File: config.mk
export PLATFORM = sky130hd
export DESIGN_NAME = mc_sequencer
export DESIGN_NICKNAME = d
export VERILOG_FILES = /design/src/rtl/mc_sequencer_pkg.sv /design/src/rtl/mc_sequencer_decode.sv /design/src/rtl/mc_sequencer.sv
export SDC_FILE = /design/constraint.sdc
export NUM_CORES = 1
export LEC_CHECK = 0
export CAP_MARGIN = 15
export CORE_UTILIZATION = 45
export CTS_BUF_LIST = sky130_fd_sc_hd__clkbuf_16
export DETAILED_ROUTE_END_ITERATION = 7
export PLACE_DENSITY = 0.87
export SYNTH_ARGS = -nofsm -noshare
export SYNTH_HDL_FRONTEND = slang
export SYNTH_HIERARCHICAL = 1
export SYNTH_SLANG_ARGS = --single-unit
File: constraint.sdc
create_clock -name CLK -period 2.42 [get_ports CLK]
set_clock_uncertainty 0.15 [all_clocks]
set_input_delay 0.605 -clock CLK [delete_from_list [all_inputs] [get_ports CLK]]
set_output_delay 0.605 -clock CLK [all_outputs]
set_load 0.02 [all_outputs]
File: src/rtl/mc_sequencer_pkg.sv
// mc_pkg: opcodes, ALU operation codes and sequencer state encodings
package mc_pkg;
    localparam logic [4:0] OP_ADD  = 5'b00000;
    localparam logic [4:0] OP_SUB  = 5'b00001;
    localparam logic [4:0] OP_AND  = 5'b00010;
    localparam logic [4:0] OP_OR   = 5'b00011;
    localparam logic [4:0] OP_SLT  = 5'b00100;
    localparam logic [4:0] OP_ADDI = 5'b00101;
    localparam logic [4:0] OP_LW   = 5'b00110;
    localparam logic [4:0] OP_SW   = 5'b00111;
    localparam logic [4:0] OP_BEQ  = 5'b01000;
    localparam logic [4:0] OP_BNE  = 5'b01001;
    localparam logic [4:0] OP_BR   = 5'b01010;
    localparam logic [4:0] OP_HALT = 5'b11111;
    localparam logic [2:0] ALU_ADD = 3'b000;
    localparam logic [2:0] ALU_SUB = 3'b001;
    localparam logic [2:0] ALU_AND = 3'b010;
    localparam logic [2:0] ALU_OR  = 3'b011;
    localparam logic [2:0] ALU_SLT = 3'b100;
    typedef enum logic [2:0] {
        S_IDLE  = 3'd0,
        S_FETCH = 3'd1,
        S_EXEC  = 3'd2,
        S_MEM   = 3'd3,
        S_WB    = 3'd4,
        S_HALT  = 3'd5
    } state_t;
endpackage

File: src/rtl/mc_sequencer_decode.sv
// mc_decode: combinational map from the latched opcode to static datapath controls
module mc_decode
    import mc_pkg::*;
(
    input  logic [4:0] ir_op,
    output logic       reg_src,
    output logic       alu_src,
    output logic       wr_src,
    output logic [2:0] alu_op,
    output logic       is_illegal,
    output logic       is_mem,
    output logic       is_branch,
    output logic       writes_reg
);
    logic is_rtype;
    // R-type opcodes share their low bits with the ALU operation code
    always_comb begin
        is_rtype   = ir_op <= OP_SLT;
        is_mem     = (ir_op == OP_LW) || (ir_op == OP_SW);
        is_branch  = (ir_op == OP_BEQ) || (ir_op == OP_BNE) || (ir_op == OP_BR);
        is_illegal = (ir_op > OP_BR) && (ir_op != OP_HALT);
        writes_reg = is_rtype || (ir_op == OP_ADDI) || (ir_op == OP_LW);
        reg_src    = is_rtype;
        alu_src    = (ir_op == OP_ADDI) || is_mem;
        wr_src     = ir_op != OP_LW;
        alu_op     = is_rtype ? ir_op[2:0] :
                     ((ir_op == OP_BEQ) || (ir_op == OP_BNE)) ? ALU_SUB : ALU_ADD;
    end
endmodule

File: src/rtl/mc_sequencer.sv
// mc_sequencer: multi-cycle FETCH/EXEC/MEM/WB control sequencer with run/step/halt
module mc_sequencer
    import mc_pkg::*;
#(
    parameter int CNT_W         = 16,
    parameter bit ILLEGAL_HALTS = 1'b1
) (
    input  logic             CLK,
    input  logic             RST_N,
    input  logic [4:0]       INST,
    input  logic             Zero,
    input  logic             RUN,
    input  logic             STEP,
    output logic             PCSrc,
    output logic             RegSrc,
    output logic             RegWrEn,
    output logic             ALUSrc,
    output logic [2:0]       ALUopcode,
    output logic             DmemWrEn,
    output logic             WrSrc,
    output logic             PCEn,
    output logic             HALTED,
    output logic             ILLEGAL,
    output logic [2:0]       STATE,
    output logic [CNT_W-1:0] INSTR_CNT
);
    state_t           state_q, state_d;
    logic [4:0]       ir_op_q, ir_op_d;
    logic             single_q, single_d;
    logic             br_taken_q, br_taken_d;
    logic             illegal_q, illegal_d;
    logic [CNT_W-1:0] cnt_q, cnt_d;
    logic             is_illegal, is_mem, is_branch, writes_reg;

    mc_decode u_decode (
        .ir_op      (ir_op_q),
        .reg_src    (RegSrc),
        .alu_src    (ALUSrc),
        .wr_src     (WrSrc),
        .alu_op     (ALUopcode),
        .is_illegal (is_illegal),
        .is_mem     (is_mem),
        .is_branch  (is_branch),
        .writes_reg (writes_reg)
    );

    // next state; branch outcome is frozen in EXEC so Zero may change during WB
    always_comb begin
        state_d    = state_q;
        ir_op_d    = ir_op_q;
        single_d   = single_q;
        br_taken_d = br_taken_q;
        illegal_d  = illegal_q;
        cnt_d      = cnt_q;
        case (state_q)
            S_IDLE: begin
                state_d  = (RUN || STEP) ? S_FETCH : S_IDLE;
                single_d = (RUN || STEP) ? !RUN : single_q;
            end
            S_FETCH: begin
                ir_op_d = INST;
                state_d = S_EXEC;
            end
            S_EXEC: begin
                br_taken_d = is_branch && ((ir_op_q == OP_BR) || (Zero ^ (ir_op_q == OP_BNE)));
                illegal_d  = illegal_q || is_illegal;
                state_d    = is_mem ? S_MEM :
                             ((ir_op_q == OP_HALT) || (is_illegal && ILLEGAL_HALTS)) ? S_HALT : S_WB;
            end
            S_MEM:   state_d = S_WB;
            S_WB: begin
                cnt_d   = cnt_q + CNT_W'(1);
                state_d = (single_q || !RUN) ? S_IDLE : S_FETCH;
            end
            S_HALT:  state_d = S_HALT;
            default: state_d = S_IDLE;
        endcase
    end

    // state registers with synchronous active-low reset
    always_ff @(posedge CLK) begin
        if (!RST_N) begin
            state_q    <= S_IDLE;
            ir_op_q    <= '0;
            single_q   <= 1'b0;
            br_taken_q <= 1'b0;
            illegal_q  <= 1'b0;
            cnt_q      <= '0;
        end else begin
            state_q    <= state_d;
            ir_op_q    <= ir_op_d;
            single_q   <= single_d;
            br_taken_q <= br_taken_d;
            illegal_q  <= illegal_d;
            cnt_q      <= cnt_d;
        end
    end

    // enables are gated by RST_N so a reset edge during MEM/WB commits nothing
    assign PCEn      = RST_N && (state_q == S_WB);
    assign PCSrc     = (state_q == S_WB) && br_taken_q;
    assign RegWrEn   = PCEn && writes_reg;
    assign DmemWrEn  = RST_N && (state_q == S_MEM) && (ir_op_q == OP_SW);
    assign HALTED    = state_q == S_HALT;
    assign ILLEGAL   = illegal_q;
    assign STATE     = state_q;
    assign INSTR_CNT = cnt_q;
endmodule

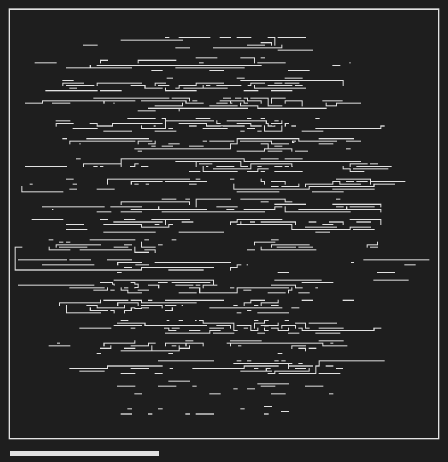
Figure 1: run 1, M1 wires.
Scale bar: 20 um.
longest straight run = 22.1 um
main direction = horizontal
share of all routed wire = 44%
nets with wire on the layer = 196
Via Count: 1398
WL final: 3.48 mm

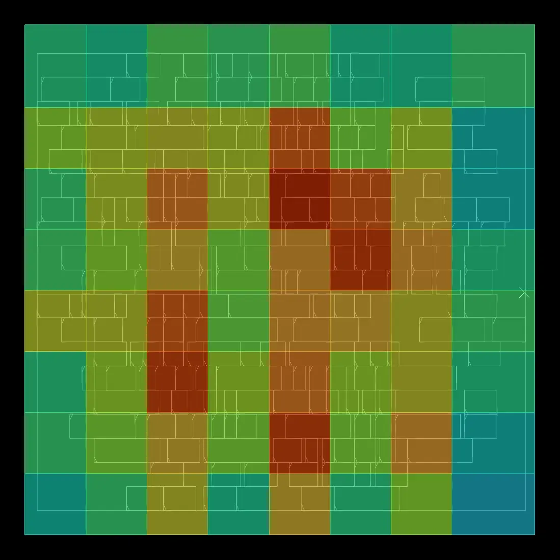
Figure 2: run 1, routing congestion.
Most Crowded Layer GR: met2
grt met1 use: 27.0%
grt met3 use: 3.63%

==> results.txt, run 1 <==
yosys + openroad results -> residual DRC count=1, FP Util=48.8%, Reg clk slew, reported paths=0.07 ns, yosys cell count=166, I/O pins=41, failing checks=design-rule violations, Max-area cell share=38.8%, cells after synthesis=166, fillers=241, Util after Layout=67.9%, M1 wire length=1.51 mm, Logic cell area=800 sq um, CP startpoint kind=register, Layout non-clock buf frac=23.6%, IO Port Bufs=40, Lkg Pwr=0.708 nW, non-filler instance count after layout=242, Largest cell class=multi-input combinational cells, flop share of the area=28.2%, synth unique cells=37, grt ovf=0, Die Height=57.6 um, met2 WL=1.79 mm, Final nets=223, Seq cells post-synth=27, RSZ-0062 raised after global routing=false, FF/Latch Area=547 sq um, CTS Buf Count=3, critical path peak fanout=11, combinational gates=127, Die Span X=57.6 um, PwrDens=525 nW/um^2, Top Layer Used=met4, # diodes=0, CP Launch Point=ir_op_q[4]$_SDFFE_PN0P_, Root Driver=clkbuf_16, dpl ws=-0.320 ns, Placed Instances=238, Final Worst Setup Slack=0.0522 ns, worst-margin pin slew=0.409 ns, cell type with the largest total area after synthesis=dfxtp_1, core area=2850 sq um, inverters=4, DRT iter0 DRCs=71, status=complete, but fails checks, seq_cells=27, Min-Delay Path Class=register to register, Max Buffers Root-to-Sink=2, cell with the most instances after synthesis=dfxtp_1, postcts setup bufs=0, Final Cell Area=1940 sq um, DRT antenna net count=0, crit end category=primary output, tool warnings=26, Tapcell Cnt=31, largest net degree at the start of global routing=17, TritonCTS clock tree=yes, CTS Sinks=27, chip footprint=3320 sq um, HP Start=ILLEGAL$_SDFFE_PN0N_, setup violators final=0, routed wl met3=154 um, arrival time at the worst endpoint=1.61 ns, EDFF count, synth=0, top cells, area=dfxtp_1 39%, nor2_1 5.4%, mux2i_1 5.0%, xnor2_1 3.8%, a21oi_1 3.6%, Data required, critical path=1.66 ns, Reg2Reg Launch Point=INSTR_CNT[0]$_SDFFE_PN0N_, CLK BUF=3, multi-input logic portion of the cell area=41.3%, DP HPWL=2.55 mm, PostCTS Resize Cnt=22, Worst Setup Path Type=register to primary output, worst skew pair latency=0.26 ns
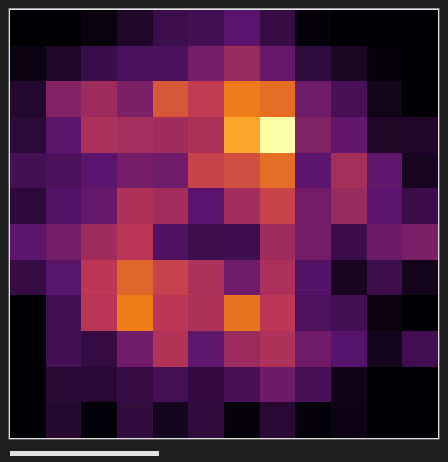
Figure 3: run 1, wire density map.
Scale bar: 20 um. The die is cut into 12 by 12 equal tiles; black is low, pale yellow is high, scaled to the fullest tile. Values are wire area over tile area, all layers added.
nearly empty tiles = 15%
fullest tile = 0.65
densest ninth of the die = top center
mean over tiles = 0.16
DR WL/cell: 14.4 um
Global Route Usage Sum: 21.5%

[run 1: worst paths after layout]
| kind | depth (start not counted) | slack [ns] | to |
|---|---|---|---|
| setup reg to reg | 5 | 0.38 | INSTR_CNT[14]$_SDFFE_PN0N_ |
| hold reg to reg | 2 | 0.32 | ILLEGAL$_SDFFE_PN0N_ |
| hold / removal | 2 | 0.32 | ILLEGAL$_SDFFE_PN0N_ |
| setup / recovery | 2 | 0.05 | ALUopcode[1] |
[run 1: logic make-up after synthesis]
family	after synthesis	share of synthesized area, %
adder cells (fa/ha/maj)	1	0.899
AND-OR/OR-AND	28	12.2
buffers and inverters	12	4.59
XOR/XNOR	10	6.29
multiplexers	7	5.04
AND/OR/NAND/NOR	81	32.1
flip-flops	27	38.8
[run 1: per-layer routing]
layer,GRT usage [%],vias up
li1,-,683
met1,27.0,667
met2,37.5,46
met3,3.63,2
met4,6.27,0
met5,0,-
[run 1: cells in the final DEF, fill, tap and decap left out, types with 4 or more instances in the layout]
cell             synthesis  final
clkdlybuf4s50_1          0     31
dfxtp_1                 27     22
nor2_1                  20     19
nand2_1                 12     12
a21oi_1                 10     10
and2_1                   8      8
buf_4                    0      8
o21ai_0                  7      7
mux2i_1                  7      7
nand4_1                  6      6
xnor2_1                  6      6
or3_1                    6      6
dlygate4sd2_1            0      6
dfxtp_2                  0      5
inv_1                    4      5
and3_1                   4      4
nor3_1                   4      4
xor2_1                   4      4
nand2b_1                 4      4
a211oi_1                 4      4
[run 1: worst max-delay path, cell delays in order (launching register included)]
cell and delay [ns]:
dfxtp_2 0.40, nor4b_1 0.30, clkdlybuf4s50_1 0.65
[run 1: power by group]
part	leakage, nW	switching [W]	total (W)	internal (W)
logic	0.445	0.0000812	0.000164	0.0000829
registers	0.221	0.0000272	0.000487	0.000459
clock network	0.0423	0.000145	0.000366	0.000221
Figure 4. Metal 2 (run 1).
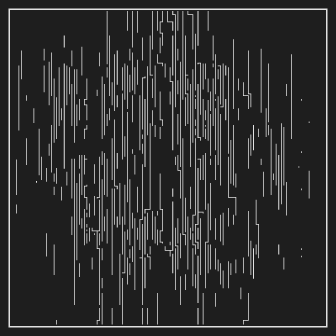

==> run 2, diff against run 1 <==
- MAX_ROUTING_LAYER: unset -> met4
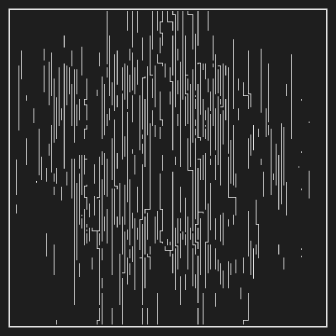
Figure 5: run 2, metal 2.
main direction = vertical
nets with wire on the layer = 201
wire length on this layer = 1780 um

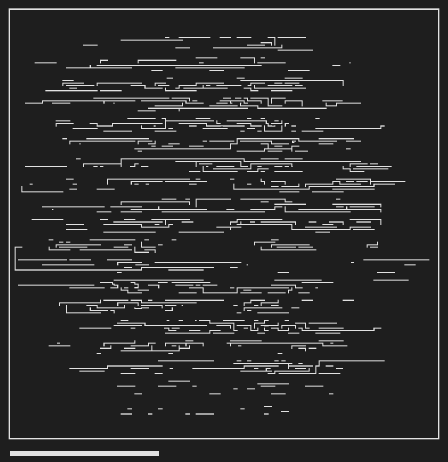
Figure 6: run 2, M1 wires.
Scale bar: 20 um.
main direction = horizontal
longest straight run = 22.1 um

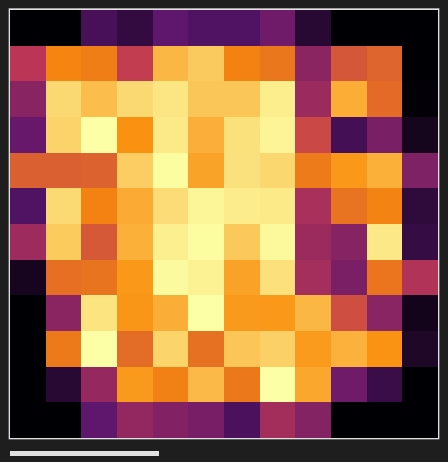
Figure 7: run 2, cell area per tile.
Scale bar: 20 um. The die is cut into 12 by 12 equal tiles; black is low, pale yellow is high, 0 to 100% covered.
densest ninth of the die = center
tiles over 75% full = 42%
nearly empty tiles = 11%
emptiest ninth of the die = upper right
Util after Layout: 67.9%
core area: 2850 sq um

==> run 2 against run 1 <==
Count of clock-buffer cells in the layout unchanged. First-iteration DRC count grew 4.2%. Utilization is the same. The run still ends with design-rule violations left. Final cell count unchanged. Clock power about the same.
==> results.txt, run 2 <==
yosys + openroad results -> Largest register FFs=16, hold slack final=0.323 ns, FP Util=48.8%, area delta synth->final=39.2%, grt ovf=0, initial antenna violation count=0, Die Span X=57.6 um, first-pass GRT wire length=5.58 mm, Final nets=223, H-tree Lvls=1, cts hold-fix bufs=0, EDFF count, synth=0, sequential share of the synthesized area=38.8%, Yosys warnings=6, CP Launch Point=ir_op_q[4]$_SDFFE_PN0P_, CTS Buf Count=3, synth unique cells=37, Seq cells post-synth=27, Max-area cell share=38.8%, Pins Over Slew Limit=0, CP cell instances=nor4b_1, clkdlybuf4s50_1, Tmin final=2.37 ns, R2R Setup Slk=0.38 ns, worst skew pair latency=0.26 ns, setup violators final=0, most frequent cells in the layout=31 x clkdlybuf4s50_1, 22 x dfxtp_1, 19 x nor2_1, 12 x nand2_1, 10 x a21oi_1, area reported by Yosys stat=1390 sq um, RR Endpoint=INSTR_CNT[14]$_SDFFE_PN0N_, gpl congestion=0.907, Post-Syn Nets=177, Global Route Usage Sum=22.1%, vias in the first global route=1301, critical path peak fanout=11, Die Height=57.6 um, cell with the most instances after synthesis=dfxtp_1, failing checks=design-rule violations, DRT antenna net count=0, status=complete, but fails checks, fmax=0.422 GHz, worst hold path depth=2, Tot Pwr=0.00102 W, DRT iter0 DRCs=74, # diodes=0, Top Layer Used=met4, Lkg Pwr=0.708 nW, residual DRC count=1, Max IR drop VDD=0.304 mV, largest net degree at the start of global routing=17, Commonest Layout Cell=clkdlybuf4s50_1, I/O pins=41, routed wl met3=166 um, chip footprint=3320 sq um, Slew Limit Headroom=72.9%, yosys cell count=166, IO Port Bufs=40, CP startpoint kind=register, Main synth FF type=dfxtp_1, CTS Sinks=27, Worst Setup Path Type=register to primary output, RSZ-0062 raised after global routing=false, Netlist Area Pre-Place=1390 sq um, layout cells sized above 1=11.8%, Avg Inst Size Synth=8.38 sq um, cell type with the largest total area after synthesis=dfxtp_1, Data required, critical path=1.66 ns, WL final=3.47 mm, MaxCap Viol Count=0, postcts setup bufs=0, crit end category=primary output, worst setup path end=ALUopcode[1], Root Driver=clkbuf_16, tool warnings=26, arrival time at the worst endpoint=1.61 ns, PwrDens=525 nW/um^2, worst-margin pin slew=0.407 ns, Reg clk slew, reported paths=0.07 ns, fraction of registers with async set/reset=0%, TritonCTS clock tree=yes, top cells by count, synth=27 x dfxtp_1, 20 x nor2_1, 12 x nand2_1, final hold violation count=0, cells after synthesis=166, M1 wire length=1.51 mm, DR WL/cell=14.3 um, via density per instance=5.79, R2R depth=5, top cells, area=dfxtp_1 39%, nor2_1 5.4%, mux2i_1 5.0%, xnor2_1 3.8%, a21oi_1 3.6%, Via Count=1400, slowest CP cell=clkdlybuf4s50_1, DP HPWL=2.55 mm, Max Buffers Root-to-Sink=2, 1st-pass router iterations=6, Hold EP=ILLEGAL$_SDFFE_PN0N_, row count=19, met2 WL=1.78 mm, Reg2Reg Launch Point=INSTR_CNT[0]$_SDFFE_PN0N_, HP Start=ILLEGAL$_SDFFE_PN0N_, Final period util=97.9%, CP max stage delay=0.65 ns, Min-Delay Path Class=register to register
## run 2: cell counts after synthesis
Identical to the previous run, type by type.
## run 2: report_power, final
group	internal (W)	switching, W
Clock	0.000221	0.000146
Sequential	0.000460	0.0000272
Combinational	0.0000829	0.0000812
## run 2: final cells by class
class	instances	area [sq um]
clock buffers	3	75.1
clock inverters	1	3.75
fillers	241	916
inverters	4	15.0
multi-input cells	127	800
flip-flops and latches	27	547
well taps	31	38.8
repair buffers	49	458
## run 2: critical path: cells and delay by family, from the launching register on
family	cells	cell delay, ns
flip-flops	1	0.40
buffers and inverters	1	0.65
AND/OR/NAND/NOR	1	0.30
## run 2: per-stage QoR
stage / setup TNS, ns / cells / cell area (sq um) / utilization (%) / worst slack (ns)
finish: 0 / 242 / 1940 / 67.9 / 0.0513
global route: 0 / 242 / 1940 / 67.9 / 0.00280
CTS: 0 / 242 / 1950 / 68.5 / 0.00846
detailed placement: -0.882 / 238 / 1860 / 65.3 / -0.320
global placement: -0.867 / 238 / 1860 / 65.3 / -0.338
floorplan: 0 / 166 / 1390 / - / 0.145
## run 2: kinds of logic (layout without fill, tap and decap cells)
group	after synthesis	after routing	share of synthesized area [%]
XOR/XNOR	10	10	6.29
adder cells (fa/ha/maj)	1	1	0.899
multiplexers	7	7	5.04
AND-OR/OR-AND	28	28	12.2
flip-flops	27	27	38.8
AND/OR/NAND/NOR	81	81	32.1
buffers and inverters	12	57	4.59
## run 2: layer usage
metal | vias to the layer above | track usage (%)
li1 | 683 | -
met1 | 667 | 26.8
met2 | 48 | 37.5
met3 | 2 | 3.63
met4 | 0 | 6.27
met5 | - | -
## run 2: what timing repair did
item                       4_1_cts  5_1_grt
pin swaps                        1        0
resized                         22        3
setup endpoints to repair       11        3
Power figures rest on the tool's default switching activity, not on a simulated workload.
